[config.mk]
export PLATFORM = sky130hd
export DESIGN_NAME = result_unloader_flat
export DESIGN_NICKNAME = d
export VERILOG_FILES = /design/src/rtl/result_unloader_if.sv /design/src/rtl/result_unloader.sv /design/src/flat_wrapper.sv
export SDC_FILE = /design/constraint.sdc
export NUM_CORES = 1
export LEC_CHECK = 0
export ABC_AREA = 1
export ABC_CLOCK_PERIOD_IN_PS = 3900
export CAP_MARGIN = 20
export CORE_UTILIZATION = 45
export CTS_CLUSTER_DIAMETER = 50
export CTS_CLUSTER_SIZE = 16
export DETAILED_ROUTE_END_ITERATION = 7
export HOLD_SLACK_MARGIN = 0.1
export PLACE_DENSITY = 0.66
export SLEW_MARGIN = 10
export SYNTH_ARGS = -nofsm -noshare
export SYNTH_HDL_FRONTEND = slang
export SYNTH_SLANG_ARGS = --single-unit
[constraint.sdc]
create_clock -name clk -period 3.9 [get_ports clk]
set_input_delay 0.585 -clock clk [delete_from_list [all_inputs] [get_ports clk]]
set_output_delay 0.585 -clock clk [all_outputs]
set_load 0.01 [all_outputs]
[src/rtl/result_unloader_if.sv]
// Byte stream carrying the unloaded result matrix, one element per transfer.
// Handshake: a transfer happens on a rising edge where m_valid && m_ready; once
// m_valid is high it stays high, with m_data/m_eol/m_last stable, until that edge.
interface result_unloader_if;
  logic [7:0] m_data;
  logic       m_valid;
  logic       m_ready;
  logic       m_eol;
  logic       m_last;

  modport master (
    output m_data,
    output m_valid,
    output m_eol,
    output m_last,
    input  m_ready
  );

  modport slave (
    input  m_data,
    input  m_valid,
    input  m_eol,
    input  m_last,
    output m_ready
  );
endinterface

[src/rtl/result_unloader.sv]
// Reads result matrix D out of the shared data RAM in address order and streams it
// one byte per cycle, using a small prefetch FIFO to cover the 1-cycle read latency.
module result_unloader #(
  parameter int MATRIX_WIDTH = 8,
  parameter int BASE_ADDR    = 0,
  parameter int FIFO_DEPTH   = 4
) (
  input  logic                    clk,
  input  logic                    rst,
  input  logic                    start,
  output logic                    busy,
  output logic                    done,
  output logic                    ram_csb,
  output logic                    ram_web,
  output logic [6:0]              ram_addr,
  input  logic [7:0]              ram_din,
  result_unloader_if.master       m,
  output logic [1:0]              fsm_state
);

  localparam int N   = MATRIX_WIDTH * MATRIX_WIDTH;
  localparam int CW  = $clog2(N + 1);
  localparam int PW  = $clog2(FIFO_DEPTH);
  localparam int OW  = $clog2(FIFO_DEPTH + 1);
  localparam int CLW = (MATRIX_WIDTH > 1) ? $clog2(MATRIX_WIDTH) : 1;

  localparam logic [1:0] S_IDLE  = 2'd0;
  localparam logic [1:0] S_RUN   = 2'd1;
  localparam logic [1:0] S_DRAIN = 2'd2;
  localparam logic [1:0] S_DONE  = 2'd3;

  logic [1:0]     state;
  logic [CW-1:0]  issue_cnt;
  logic [CW-1:0]  pop_cnt;
  logic [CLW-1:0] col_cnt;
  logic [6:0]     addr_q;
  logic           inflight;
  logic [7:0]     mem [FIFO_DEPTH];
  logic [PW-1:0]  wr_ptr;
  logic [PW-1:0]  rd_ptr;
  logic [OW-1:0]  occ;

  logic empty;
  logic issue;
  logic push;
  logic pop;
  logic last_head;
  logic eol_head;

  // A read is only issued when its data is guaranteed a FIFO slot on arrival.
  assign empty     = (occ == '0);
  assign issue     = (state == S_RUN) && ((occ + OW'(inflight)) < OW'(FIFO_DEPTH));
  assign push      = inflight;
  assign pop       = !empty && m.m_ready;
  assign last_head = (pop_cnt == CW'(N - 1));
  assign eol_head  = (col_cnt == CLW'(MATRIX_WIDTH - 1));

  assign ram_csb   = !issue;
  assign ram_web   = 1'b1;
  assign ram_addr  = issue ? addr_q : 7'd0;

  assign m.m_valid = !empty;
  assign m.m_data  = empty ? 8'd0 : mem[rd_ptr];
  assign m.m_eol   = !empty && eol_head;
  assign m.m_last  = !empty && last_head;

  assign busy      = (state == S_RUN) || (state == S_DRAIN);
  assign done      = (state == S_DONE);
  assign fsm_state = state;

  always_ff @(posedge clk) begin
    if (!rst) begin
      state     <= S_IDLE;
      issue_cnt <= '0;
      pop_cnt   <= '0;
      col_cnt   <= '0;
      addr_q    <= 7'(BASE_ADDR);
      inflight  <= 1'b0;
      wr_ptr    <= '0;
      rd_ptr    <= '0;
      occ       <= '0;
    end else begin
      case (state)
        S_IDLE: begin
          if (start) begin
            state     <= S_RUN;
            issue_cnt <= '0;
            pop_cnt   <= '0;
            col_cnt   <= '0;
            addr_q    <= 7'(BASE_ADDR);
            inflight  <= 1'b0;
            wr_ptr    <= '0;
            rd_ptr    <= '0;
            occ       <= '0;
          end
        end
        S_RUN:   if (issue && (issue_cnt == CW'(N - 1))) state <= S_DRAIN;
        S_DRAIN: if (pop && last_head) state <= S_DONE;
        S_DONE:  state <= S_IDLE;
        default: state <= S_IDLE;
      endcase

      if (state != S_IDLE) begin
        inflight <= issue;
        if (issue) begin
          issue_cnt <= issue_cnt + 1'b1;
          addr_q    <= addr_q + 7'd1;
        end
        if (push) wr_ptr <= wr_ptr + 1'b1;
        if (pop) begin
          rd_ptr  <= rd_ptr + 1'b1;
          pop_cnt <= pop_cnt + 1'b1;
          col_cnt <= eol_head ? '0 : col_cnt + 1'b1;
        end
        occ <= occ + OW'(push) - OW'(pop);
      end
    end
  end

  // Storage needs no reset; occupancy alone decides what is visible.
  always_ff @(posedge clk) begin
    if (rst && push) mem[wr_ptr] <= ram_din;
  end

endmodule

[src/flat_wrapper.sv]
// flat-port wrapper written by rule: the top's interface ports become plain ports
module result_unloader_flat 
#(
  parameter int MATRIX_WIDTH = 8,
  parameter int BASE_ADDR    = 0,
  parameter int FIFO_DEPTH   = 4
)
  (clk, rst, start, busy, done, ram_csb, ram_web, ram_addr, ram_din, fsm_state, m_m_data, m_m_valid, m_m_eol, m_m_last, m_m_ready);
  result_unloader_if m_i ();
  input  logic clk;
  input  logic rst;
  input  logic start;
  output logic busy;
  output logic done;
  output logic ram_csb;
  output logic ram_web;
  output logic [6:0] ram_addr;
  input  logic [7:0] ram_din;
  output logic [1:0] fsm_state;
  output wire logic [$bits(m_i.m_data)-1:0] m_m_data;
  output wire logic [$bits(m_i.m_valid)-1:0] m_m_valid;
  output wire logic [$bits(m_i.m_eol)-1:0] m_m_eol;
  output wire logic [$bits(m_i.m_last)-1:0] m_m_last;
  input wire logic [$bits(m_i.m_ready)-1:0] m_m_ready;
  assign m_m_data = m_i.m_data;
  assign m_m_valid = m_i.m_valid;
  assign m_m_eol = m_i.m_eol;
  assign m_m_last = m_i.m_last;
  assign m_i.m_ready = m_m_ready;
  result_unloader #(.MATRIX_WIDTH(MATRIX_WIDTH), .BASE_ADDR(BASE_ADDR), .FIFO_DEPTH(FIFO_DEPTH)) u_core (.clk(clk), .rst(rst), .start(start), .busy(busy), .done(done), .ram_csb(ram_csb), .ram_web(ram_web), .ram_addr(ram_addr), .ram_din(ram_din), .m(m_i), .fsm_state(fsm_state));
endmodule
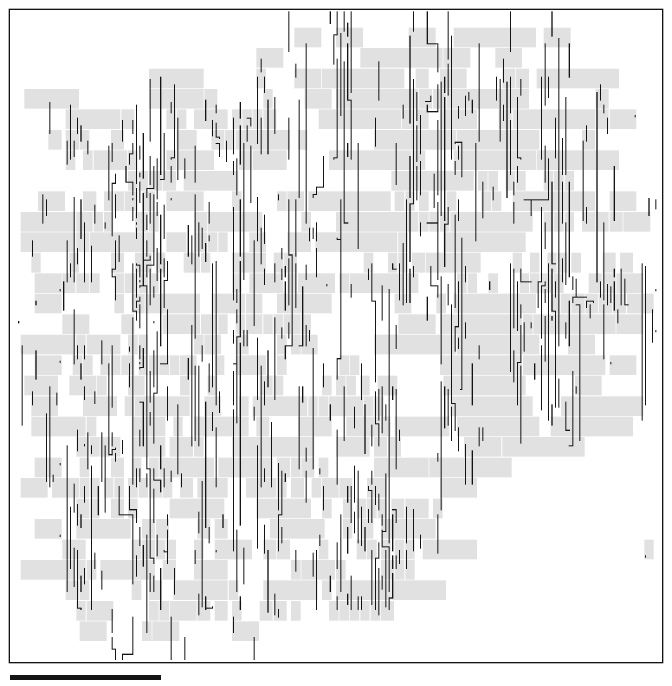
(M2 wires)
Bar = 20 microns. Cells faint in the background.
main direction: vertical
longest straight run: 40.8 microns

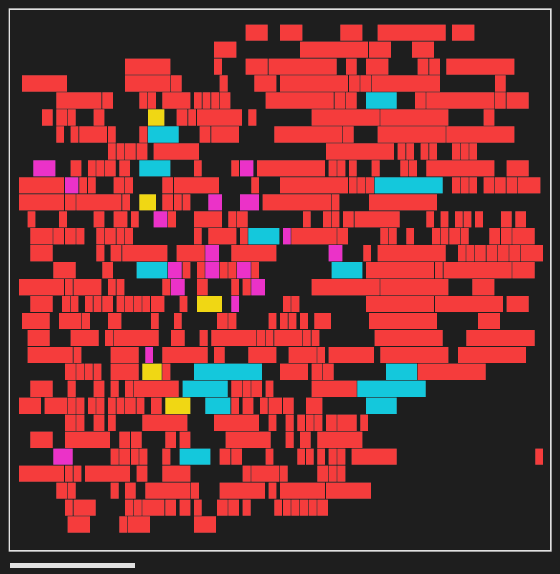
(cells by drive strength)
Bar = 20 microns.
legend:
  x6 and larger:
    colour: cyan
    cells: 14
    most_used: clkbuf_8
  x1 and smaller:
    colour: red
    cells: 383
    most_used: nor2_1
  x2:
    colour: magenta
    cells: 17
    most_used: nand2_2
  x3 and x4:
    colour: yellow
    cells: 5
    most_used: clkinvlp_4

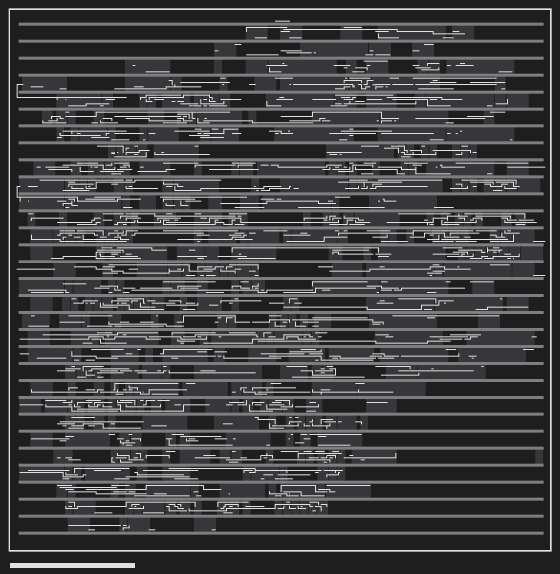
(M1 wires)
Bar = 20 microns. Supply wires on this layer in grey. Cells faint in the background.
wire length on this layer: 3200 microns
share of all routed wire: 50%
main direction: horizontal
longest straight run: 23.5 microns

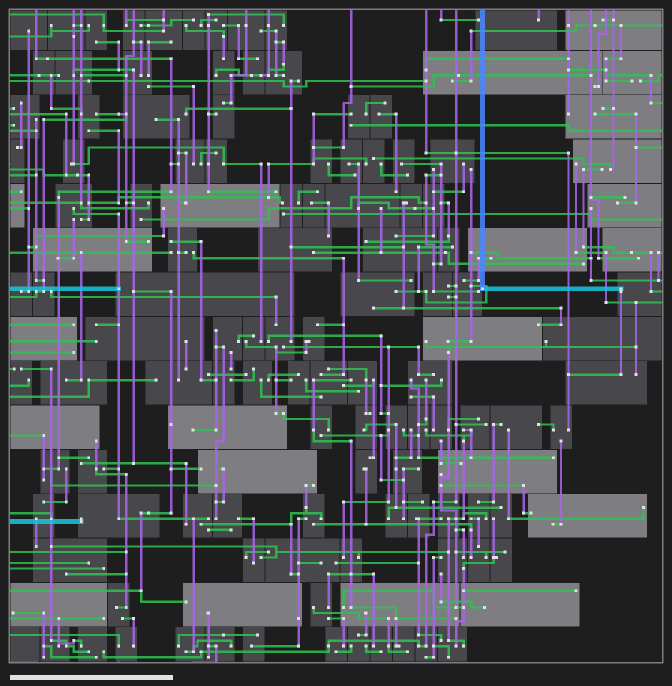
(close-up of the layout)
Bar = 10 microns. Window x 23 to 63, y 6 to 46 microns. Cells in grey, sequential cells in the stronger grey; small squares are vias.
legend:
  M4:
    colour: blue
  M2:
    colour: purple
  M3:
    colour: cyan
  M1:
    colour: green
most frequent: nand2_1 (25), inv_1 (18), dfxtp_1 (14)
sequential cells in the window: 17
cells with their middle in the window: 124
netlist names of flops here include: u_core.issue_cnt (7), u_core.addr_q (3), u_core.mem (3)

[Yosys cell counts]
cell type	n
a21oi_2	1
nand2_8	1
nor2_2	3
a31oi_1	1
clkinv_1	2
buf_6	4
inv_2	3
nand4_1	3
o21ai_2	1
inv_1	44
nand2_1	52
buf_4	2
nand2_2	6
o21ai_0	28
ha_1	17
edfxtp_1	32
or2_2	2
conb_1	1
xor2_1	1
nand2_4	1
a211oi_1	1
a22oi_1	1
nor2_1	74
o22ai_1	1
a21oi_1	29
nor3_2	1
nor2_4	1
inv_8	1
dfxtp_1	34
buf_2	4
nand3_1	17
o21ai_1	4
nor3_1	6
[per-layer routing]
metal	vias up	track usage [%]	share of wire, %
li1	1301	-	-
met4	0	9.545	2.6
met3	18	3.714	3.5
met5	-	0	0
met2	52	29.37	44
met1	1148	23.40	50
[metrics by stage]
step / cells / util (%) / hold WS (ps) / area, sq um / setup WS, ps
2_1_floorplan: 379 / - / 441.9 / 3221 / 2027
3_3_place_gp: 499 / 52.42 / 451.6 / 3601 / 1462
3_5_place_dp: 499 / 52.42 / 466.5 / 3601 / 1424
4_1_cts: 515 / 55.94 / 477.0 / 3842 / 1074
5_1_grt: 515 / 55.94 / 493.9 / 3842 / 838.7
6_report: 515 / 55.94 / 477.6 / 3842 / 1068
[power groups by stage]
stage	Sequential (mW)	Combinational, mW	Clock [mW]
CTS	0.780	0.407	0.707
finish	0.780	0.404	0.698
global placement	0.795	0.400	0
global route	0.784	0.453	0.732
detailed placement	0.795	0.405	0
floorplan	0.792	0.293	0
[layout make-up]
cell class / count / area share [%]
flip-flops and latches: 66 / 42.72
multi-input cells: 253 / 33.93
repair buffers: 34 / 8.857
inverters: 50 / 5.080
clock buffers: 9 / 3.224
well taps: 96 / 3.126
clock inverters: 7 / 3.061
[kinds of logic after synthesis]
group | share of synthesized area [%]
and+or+nand+nor | 22.61
buffers and inverters | 8.547
AOI/OAI and AO/OA | 10.88
xor gates and xnor gates | 0.2720
other | 0.1164
DFF | 50.97
adders and majority gates | 6.604
[cell usage in the layout (no fill, tap or decap), types with 2 or more instances in the layout]
cell type and n:
nand2_1 52, nand2_2 6, nor3_1 6, a21oi_1 29, o21ai_1 4, or2_2 2
clkinv_1 3, nor2_2 3, edfxtp_1 32, dfxtp_1 34, clkinvlp_4 2, o21ai_0 28
bufinv_16 3, nand4_1 3, nor2_1 74, ha_1 17, clkdlybuf4s50_1 34, inv_1 44
clkbuf_8 9, nand3_1 17, inv_2 3
[sequential cells by signal (all words and copies together) (netlist names)]
signal,flops
u_core.pop_cnt,7
u_core.occ,3
u_core.fsm_state,2
u_core.rd_ptr,2
u_core.wr_ptr,2
u_core.col_cnt,3
u_core.mem,32
u_core.inflight,1
u_core.addr_q,7
u_core.issue_cnt,7
[final timing paths]
path	endpoint	slack, ps	cells past startpoint
worst max-delay path	m_m_data[0]	1070	4
worst min-delay path	u_core.addr_q[6]	480	2
worst max register to register	u_core.pop_cnt[5]	1950	9
worst min register to register	u_core.addr_q[6]	480	2
[critical path, stage by stage, from the launching register on]
cell	delay [ps]
dfxtp_1	680
inv_1	370
o21ai_0	270
a21oi_1	90
clkdlybuf4s50_1	480
==> summary.txt <==
Status - completed
Reg clk slew, reported paths - 70 ps
Gr ovfl total - 0
Vias in the first global route - 2300
NetSw - 555.9 uW
Largest net degree at the start of global routing - 19
Post-synthesis cell area - 3221 sq um
# setup viols final - 0
Initial antenna violation count - 0
Die width - 86.60 microns
RSZ-0062 raised after global routing - false
Wire per inst - 12.51 microns
Root Buffer Master - clkbuf_8
Post-synth top area cell - edfxtp_1
Core Footprint - 6869 sq um
Final net count - 443
Design Power - 1.882 mW
Dominant cell area share - 29.84%
Chip area in the Yosys report - 3221 sq um
Clock Latency Late Sink - 350 ps
Yosys Instances - 379
CTS Hold Bufs - 0
Vertical die size - 86.60 microns
Setup crit start - u_core.rd_ptr[0]
Area grow syn2layout - 19.31%
Share of cells above drive strength 1 - 8.592%
Hpwl dp - 4.393 mm
Final hold vios - 0
Post-synth net total - 408
CP required - 3310 ps
CTS H-Tree Depth - 3
Worst slew pin tran - 844.6 ps
Crit path launch type - flop
Clk pwr share - 37.1%
Via count of the routed design - 2519
Pre-antenna DRT Iters - 5
Cts bufs inserted - 9
First-pass GRT wire length - 10.43 mm
Ant diodes - 0
# port buffers - 34
Chip Area - 7500 sq um
Final Routed Wirelength - 6.445 mm
Final period util - 72.62%
Total global-route track usage - 18.30%
Slew Limit Fails - 0
Max Cap Viol - 0
Flop pwr share - 41.4%
Post-CTS setup buffer count - 0
Number of synthesis warnings - 0
IO Count - 36
Sequential Area - 1642 sq um
Cell Pwr Density - 489.9 nW/um^2
Top cells, area - edfxtp_1 (30%), dfxtp_1 (21%), nor2_1 (8.6%)
Pre-Place Util - 46.89%
Final setup TNS - 0 ps
Post-cts resize count - 0
DRT iter0 DRCs - 115
Worst Min Path Start - u_core.addr_q[6]
Int Pwr - 1.326 mW
# DRC - 0
Clock Path Buffers - 2
Clock Skews - 6.463 ps
Max VDD drop - 0.2835 mV
Synth flops - 66
Yosys cell types - 33
Std-Cell Rows - 30
Endpoint class of the critical path - output port
Synth Seq Share - 50.97%
Crit Path Max Fanout - 18
Slew Limit Headroom - 43.49%
HP Class - reg2reg
Worst R2R Start - u_core.fsm_state[0]
CTS tree - yes
Arrival time worst endpoint - 2250 ps
Pleak - 1.421 nW
Remaining antenna violation count - 0
Tmin final - 2832 ps
Logic pwr share - 21.5%
Tool warnings - 33
Vias per cell - 4.891
Clk sinks - 66
RePlAce Congestion - 0.7955
Setup CP Type - reg2out
Mapped Cells - 379
Final-layout fill cell count - 618
Power figures rest on the tool's default switching activity, not on a simulated workload.
